[src/rtl/char_row_fetch_if.sv]
// char_row_fetch_if: scan-row output handshake between char_row_fetch and the line serializer
interface char_row_fetch_if #(
    parameter int CHAR_NUM = 16
);
    logic [CHAR_NUM*8-1:0] row_data;
    logic row_valid;
    logic row_ready;
    modport master (output row_data, output row_valid, input row_ready);
    modport slave (input row_data, input row_valid, output row_ready);
endinterface

[src/rtl/char_row_fetch.sv]
// char_row_fetch: fetches glyph bytes per scan row into a double-buffered row word.
// Define CHAR_CURSOR_EN to add an underline cursor on the last two scan rows.
module char_row_fetch #(
    parameter int CHAR_NUM = 16,
    parameter int FONT_H = 16,
    parameter int ROW_W = 4,
    parameter int IDX_W = 4
) (
    input  logic bit_clk,
    input  logic reset_p,
    input  logic wr_en,
    input  logic [IDX_W-1:0] wr_idx,
    input  logic [7:0] wr_char,
    input  logic line_start,
    output logic [7+ROW_W:0] font_addr,
    input  logic [7:0] font_data,
`ifdef CHAR_CURSOR_EN
    input  logic cursor_on,
    input  logic [IDX_W-1:0] cursor_idx,
`endif
    output logic busy,
    output logic line_done,
    char_row_fetch_if.master row
);
    typedef enum logic [1:0] {IDLE, FETCH, FULL} state_t;
    localparam logic [IDX_W:0] CN = (IDX_W+1)'(CHAR_NUM);
    localparam logic [ROW_W-1:0] LAST = ROW_W'(FONT_H-1);
    state_t state;
    logic [7:0] txt [CHAR_NUM];
    logic [IDX_W:0] cnt;
    logic [ROW_W-1:0] row_idx;
    logic [CHAR_NUM*8-1:0] shadow;
    logic [7+ROW_W:0] addr_q;
    logic [7:0] cap;
    logic addr_cyc, free;
    // Address is read straight from the buffer so a write landing before its cycle is honoured
    assign addr_cyc = state == FETCH && cnt < CN;
    assign font_addr = addr_cyc ? {txt[cnt[IDX_W-1:0]], row_idx} : addr_q;
    assign free = !row.row_valid || row.row_ready;
    assign busy = state != IDLE;
`ifdef CHAR_CURSOR_EN
    assign cap = cursor_on && {1'b0, cursor_idx} == cnt - 1'b1 && row_idx >= LAST - 1'b1 ? 8'hFF : font_data;
`else
    assign cap = font_data;
`endif
    always_ff @(posedge bit_clk or posedge reset_p) begin
        if (reset_p) begin
            for (int i = 0; i < CHAR_NUM; i++) txt[i] <= 8'h20;
        end else if (wr_en && {1'b0, wr_idx} < CN) begin
            txt[wr_idx] <= wr_char;
        end
    end
    always_ff @(posedge bit_clk or posedge reset_p) begin
        if (reset_p) begin
            state <= IDLE;
            cnt <= '0;
            row_idx <= '0;
            shadow <= '0;
            addr_q <= '0;
            line_done <= 1'b0;
            row.row_data <= '0;
            row.row_valid <= 1'b0;
        end else begin
            line_done <= 1'b0;
            if (addr_cyc) addr_q <= font_addr;
            if (row.row_valid && row.row_ready) row.row_valid <= 1'b0;
            case (state)
                IDLE: if (line_start) begin
                    state <= FETCH;
                    cnt <= '0;
                    row_idx <= '0;
                end
                FETCH: begin
                    cnt <= cnt + 1'b1;
                    // Bytes shift in from the right so char 0 ends up in the top byte
                    if (cnt != '0) shadow <= {shadow[CHAR_NUM*8-9:0], cap};
                    if (cnt == CN) state <= FULL;
                end
                FULL: if (free) begin
                    row.row_data <= shadow;
                    row.row_valid <= 1'b1;
                    cnt <= '0;
                    if (row_idx == LAST) begin
                        line_done <= 1'b1;
                        state <= IDLE;
                    end else begin
                        row_idx <= row_idx + 1'b1;
                        state <= FETCH;
                    end
                end
                default: state <= IDLE;
            endcase
        end
    end
endmodule

[src/flat_wrapper.sv]
// flat-port wrapper written by rule: the top's interface ports become plain ports
module char_row_fetch_flat 
#(
    parameter int CHAR_NUM = 16,
    parameter int FONT_H = 16,
    parameter int ROW_W = 4,
    parameter int IDX_W = 4
)
  (bit_clk, reset_p, wr_en, wr_idx, wr_char, line_start, font_addr, font_data, busy, line_done, row_row_data, row_row_valid, row_row_ready);
  char_row_fetch_if #(.CHAR_NUM(CHAR_NUM)) row_i ();
  input  logic bit_clk;
  input  logic reset_p;
  input  logic wr_en;
  input  logic [IDX_W-1:0] wr_idx;
  input  logic [7:0] wr_char;
  input  logic line_start;
  output logic [7+ROW_W:0] font_addr;
  input  logic [7:0] font_data;
  output logic busy;
  output logic line_done;
  output wire logic [$bits(row_i.row_data)-1:0] row_row_data;
  output wire logic [$bits(row_i.row_valid)-1:0] row_row_valid;
  input wire logic [$bits(row_i.row_ready)-1:0] row_row_ready;
  assign row_row_data = row_i.row_data;
  assign row_row_valid = row_i.row_valid;
  assign row_i.row_ready = row_row_ready;
  char_row_fetch #(.CHAR_NUM(CHAR_NUM), .FONT_H(FONT_H), .ROW_W(ROW_W), .IDX_W(IDX_W)) u_core (.bit_clk(bit_clk), .reset_p(reset_p), .wr_en(wr_en), .wr_idx(wr_idx), .wr_char(wr_char), .line_start(line_start), .font_addr(font_addr), .font_data(font_data), .busy(busy), .line_done(line_done), .row(row_i));
endmodule
[config.mk]
export PLATFORM = sky130hd
export DESIGN_NAME = char_row_fetch_flat
export DESIGN_NICKNAME = d
export VERILOG_FILES = /design/src/rtl/char_row_fetch_if.sv /design/src/rtl/char_row_fetch.sv /design/src/flat_wrapper.sv
export SDC_FILE = /design/constraint.sdc
export NUM_CORES = 1
export LEC_CHECK = 0
export ABC_CLOCK_PERIOD_IN_PS = 14280
export CORE_ASPECT_RATIO = 1.4
export CORE_MARGIN = 2
export CORE_UTILIZATION = 36
export CTS_CLUSTER_SIZE = 10
export DETAILED_ROUTE_END_ITERATION = 8
export DONT_BUFFER_PORTS = 1
export GPL_TIMING_DRIVEN = 0
export MAX_ROUTING_LAYER = met4
export SYNTH_ARGS = -nofsm -noshare
export SYNTH_HDL_FRONTEND = slang
export SYNTH_SLANG_ARGS = --single-unit
[constraint.sdc]
create_clock -name bit_clk -period 14.28 [get_ports bit_clk]
set_clock_uncertainty 0.05 [all_clocks]
set_input_delay 2.856 -clock bit_clk [delete_from_list [all_inputs] [get_ports bit_clk]]
set_output_delay 2.856 -clock bit_clk [all_outputs]
set_load 0.02 [all_outputs]
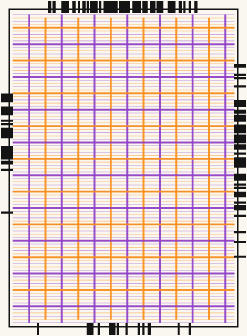
*Power grid*
Pins as bars on the die edge.
[orange] VDD
[purple] VSS
met4 straps: 13
met5 straps: 18
Core Footprint: 47000 sq um
vertical die dimension: 262 um
DIE WIDTH: 188 um
worst IR drop on VDD: 0.000106 V

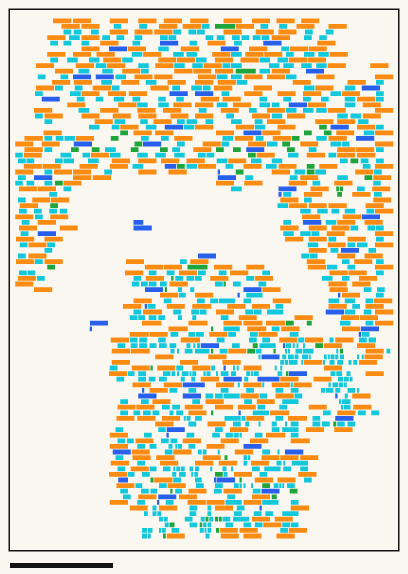
*Placed cells, one color a class*
Bar = 50 um.
[green] other buffers and delay cells | cells: 62 | share of their area: 3.1%
[orange] flip-flops | cells: 409 | share of their area: 55%
[cyan] all other logic | cells: 596 | share of their area: 35%
[blue] clock drivers and dummy loads | cells: 68 | share of their area: 7.2%
number of rows created at floorplan: 94
post-route core utilization: 41.2%
final design area excluding fillers: 19400 sq um
fraction of standard cell area that is sequential: 53.0%

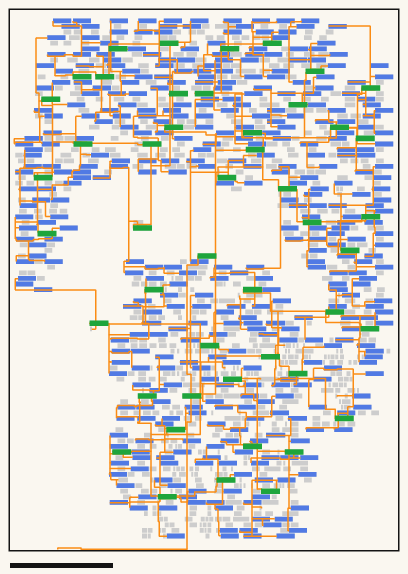
*Clock wires, drivers and flops*
Bar = 50 um.
[green] cells driving clock nets | count: 47
[blue] flip-flops | count: 409
[orange] clock wires | length: 5490 um
flops lie: widely spread
routed clock nets: 48
Clk power: 1080 uW
part of the power in the clock network: 23.6%
Latency at later pin: 0.57 ns

==> summary.txt <==
Notes from the flow run.

Outcome:
- The flow ran to the end, and the final reports show no timing, DRC or antenna violations.

Yosys:
- According to the Yosys statistics, the synthesized design has a chip area of 17200 sq um.
- Of the total synthesized cell area, the portion taken by XOR and XNOR cells is 0.153%.
- The run gives the proportion of synthesized flip-flops having asynchronous set or reset as 100%.
- The run puts the post-synthesis cell area at ~17000 sq um.
- The run puts the sequential share of the synthesized area at between 50% and 60%.
- Ranked by instance count, the synthesized netlist is headed by sky130_fd_sc_hd__dfrtp_1 (393), sky130_fd_sc_hd__mux2_2 (290), sky130_fd_sc_hd__mux2_4 (100).
- Summing the areas of all compound-gate instances in the mapped netlist gives roughly 1.9% of the synthesized area.
- The run gives the register bit total from synthesis as between 400 and 500.
- The run puts the net count after synthesis at approximately 1100.
- The run puts the cell count in the Yosys report at 1064.
- The run puts the mux share of post-synthesis cell area at between 30 and 40%.
- The run puts the number of enable flip-flop cells at 0.
- Looking at the cell usage after synthesis, the top flip-flop cell is sky130_fd_sc_hd__dfrtp_1.
- The run gives the cell count after synthesis as ~1100.
- The run gives the dominant combinational cell family by area after synthesis as multiplexers.
- The run gives the most common cell in the synthesized netlist as sky130_fd_sc_hd__dfrtp_1.
- In the post-synthesis netlist, the biggest area contributors are sky130_fd_sc_hd__dfrtp_1 (57%), sky130_fd_sc_hd__mux2_2 (19%), sky130_fd_sc_hd__mux2_4 (8.8%).
- The run puts the count of synthesis-stage warnings from yosys at 0.

Final layout:
- After the last flow step, the layout net total stands at between 1000 and 1500.
- The layout summary lists the proportion of cells stronger than drive strength 1 as a little under half.
- The run gives the final instance count without filler cells as approximately 1800.
- Among all cell classes, the greatest summed area belongs to sequential cells.
- The run puts the total of plain and repair buffers excluding clock buffers at 62.
- The run gives the combined flip-flop and latch cell area as approximately 10000 sq um.
- The run gives the area overhead of the layout relative to synthesis as 12.9%.
- The run puts the combinational fraction of the cell area at about a third.
- ~590 cells are multi-input combinational gates.
- In the final layout, the fill cell count is 4336.
- For this run, the script counts the antenna cells in the layout as 0.
- The run gives the most frequent standard cell in the layout excluding fill and tap cells as sky130_fd_sc_hd__dfrtp_1.

Place:
- Routability-driven placement finished with a final weighted congestion of a little under 0.8.
- The detailed placer reported the number of placed instances as 1691.
- The run puts the number of port buffers at 0.
- Per the post-place timing report, worst setup slack is 8.97 ns.

Clocking:
- The run puts the buffer depth of the longest clock path at 3.
- The run puts the post-CTS setup-driven buffer insertion count at 0.
- The run gives the clock-pin slew reported for the worst setup and hold paths after clock tree synthesis as ~0.06 ns.
- The run gives the CTS tree as done.
- The run gives the quantity of gates resized following cts as 0.

Power:
- The run gives the power of the combinational group as between 1000 and 1500 uW.
- The run gives the total power as roughly 4500 uW.
- The run puts the fraction of power consumed by sequential logic at ~46%.
- The run gives the combinational fraction of design power as ~31%.
- Summed over all sequential cells, the power is 2070 uW.
- The run gives the net switching share of the total power as approximately a third.

Route:
- The run puts the via density per instance at between 4 and 5.
- In this run the remaining antenna-violating nets after routing total 0.
- The run puts the number of DRC markers after the initial detailed-route iteration at 378.

Worst setup path:
- The run gives the worst endpoint data arrival time as between 2 and 3 ns.
- The run gives the capturing point of the worst reg2reg path as u_core.shadow[119]$_DFFE_PP0P_.
- The worst setup path is launched from a register.
- Of all nets on the critical path, the largest fanout is 10.
- Traced cell by cell, the critical path runs through buf_6, buf_6, buf_6, nand3_1, o22ai_1, nor2_1, a31oi_1.
- OpenSTA lists the critical path startpoint as u_core.cnt[1]$_DFFE_PP0P_.
- The worst setup path is of the register to output port kind.
- The run puts the logic depth of the worst register-to-register path at 8.
- The run gives the stage delay of the slowest cell on the critical path as roughly 0.63 ns.
- The launch point of the worst register-to-register path is recorded as u_core.cnt[0]$_DFFE_PP0P_.

Floorplanning:
- The run gives the number of ports placed on the die boundary as 168.
- Per the OpenROAD floorplan log, the area of the die is approximately 49000 sq um.
- The run puts the number of tap cells inserted at ~620.
- The initial utilization of the core area, before any placement, comes to a little over a third.

GRT:
- The number of antenna violations at the first check in global routing is 0.
- The run puts the pin count of the biggest net entering global routing at ~130.
- The run gives the global-route wire length before repair as 57300 um.

Final timing:
- The run gives the final cycle utilization of the critical path as about two fifths.
- The run gives the slew at the pin closest to its max-slew limit as between 0.7 and 0.8 ns.
- The run puts the minimum clock period after layout at between 5 and 6 ns.
- The run puts the count of endpoints failing setup in the final report at 0.
- Per the final report, max-transition violations number 0.
- The run puts the minimum hold slack at around 0.44 ns.
- Counting endpoints that fail hold in the final report gives 0.

Worst hold path:
- In the hold report, the worst path ends at u_core.txt[75]$_DFFE_PP0P_.

Flow run:
- The run gives the number of violations of the max-capacitance limit as 0.
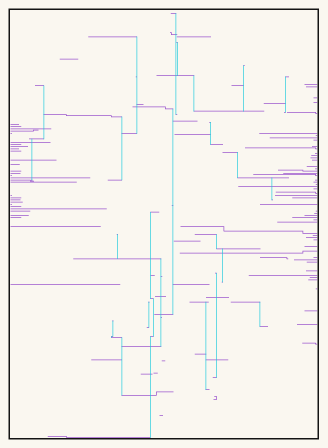
*Metal layers overlaid*
Two of the layers only.
[purple] met3 | wire length: 2030 um
[cyan] met4 | wire length: 908 um
routed len/inst: 20.6 um
count of vias placed by the detailed router: 8752

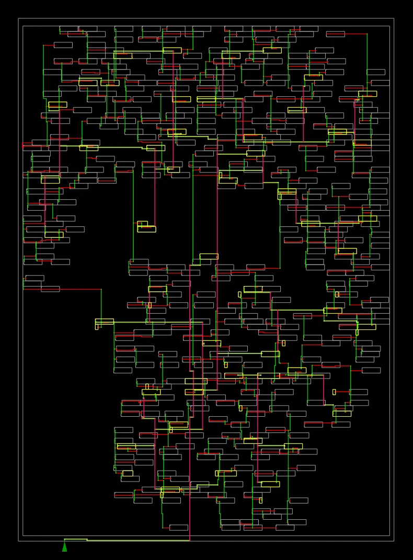
*Clock wiring as the flow saved it*
total CTS buffers: 47
CTS Sinks: 409
sequential cell count of the final layout: 409
CLK BUF: 64

-- sequential cells by signal (all words and copies together), names as in the netlist --
signal,flops
u_core.row.row_data,128
u_core.shadow,128
u_core.txt,128
u_core.addr_q,12
u_core.cnt,5
u_core.row_idx,4
u_core.state,2
u_core.line_done,1
u_core.row.row_valid,1
-- critical path, delay by kind of cell, from the launching register on --
family          cells  cell delay [ns]
simple gates        2             0.45
buf+inv             3             0.58
compound gates      2             0.94
flops               1             0.37
-- per-layer routing --
metal / global-route usage (%) / share of wire, % / wire [um]
met1: 17.3 / 39 / 14300
met2: 26.2 / 52 / 19000
met3: 3.72 / 5.6 / 2030
met4: 4.84 / 2.5 / 907
met5: - / 0 / 0
Power is estimated from default activity; no workload was simulated.
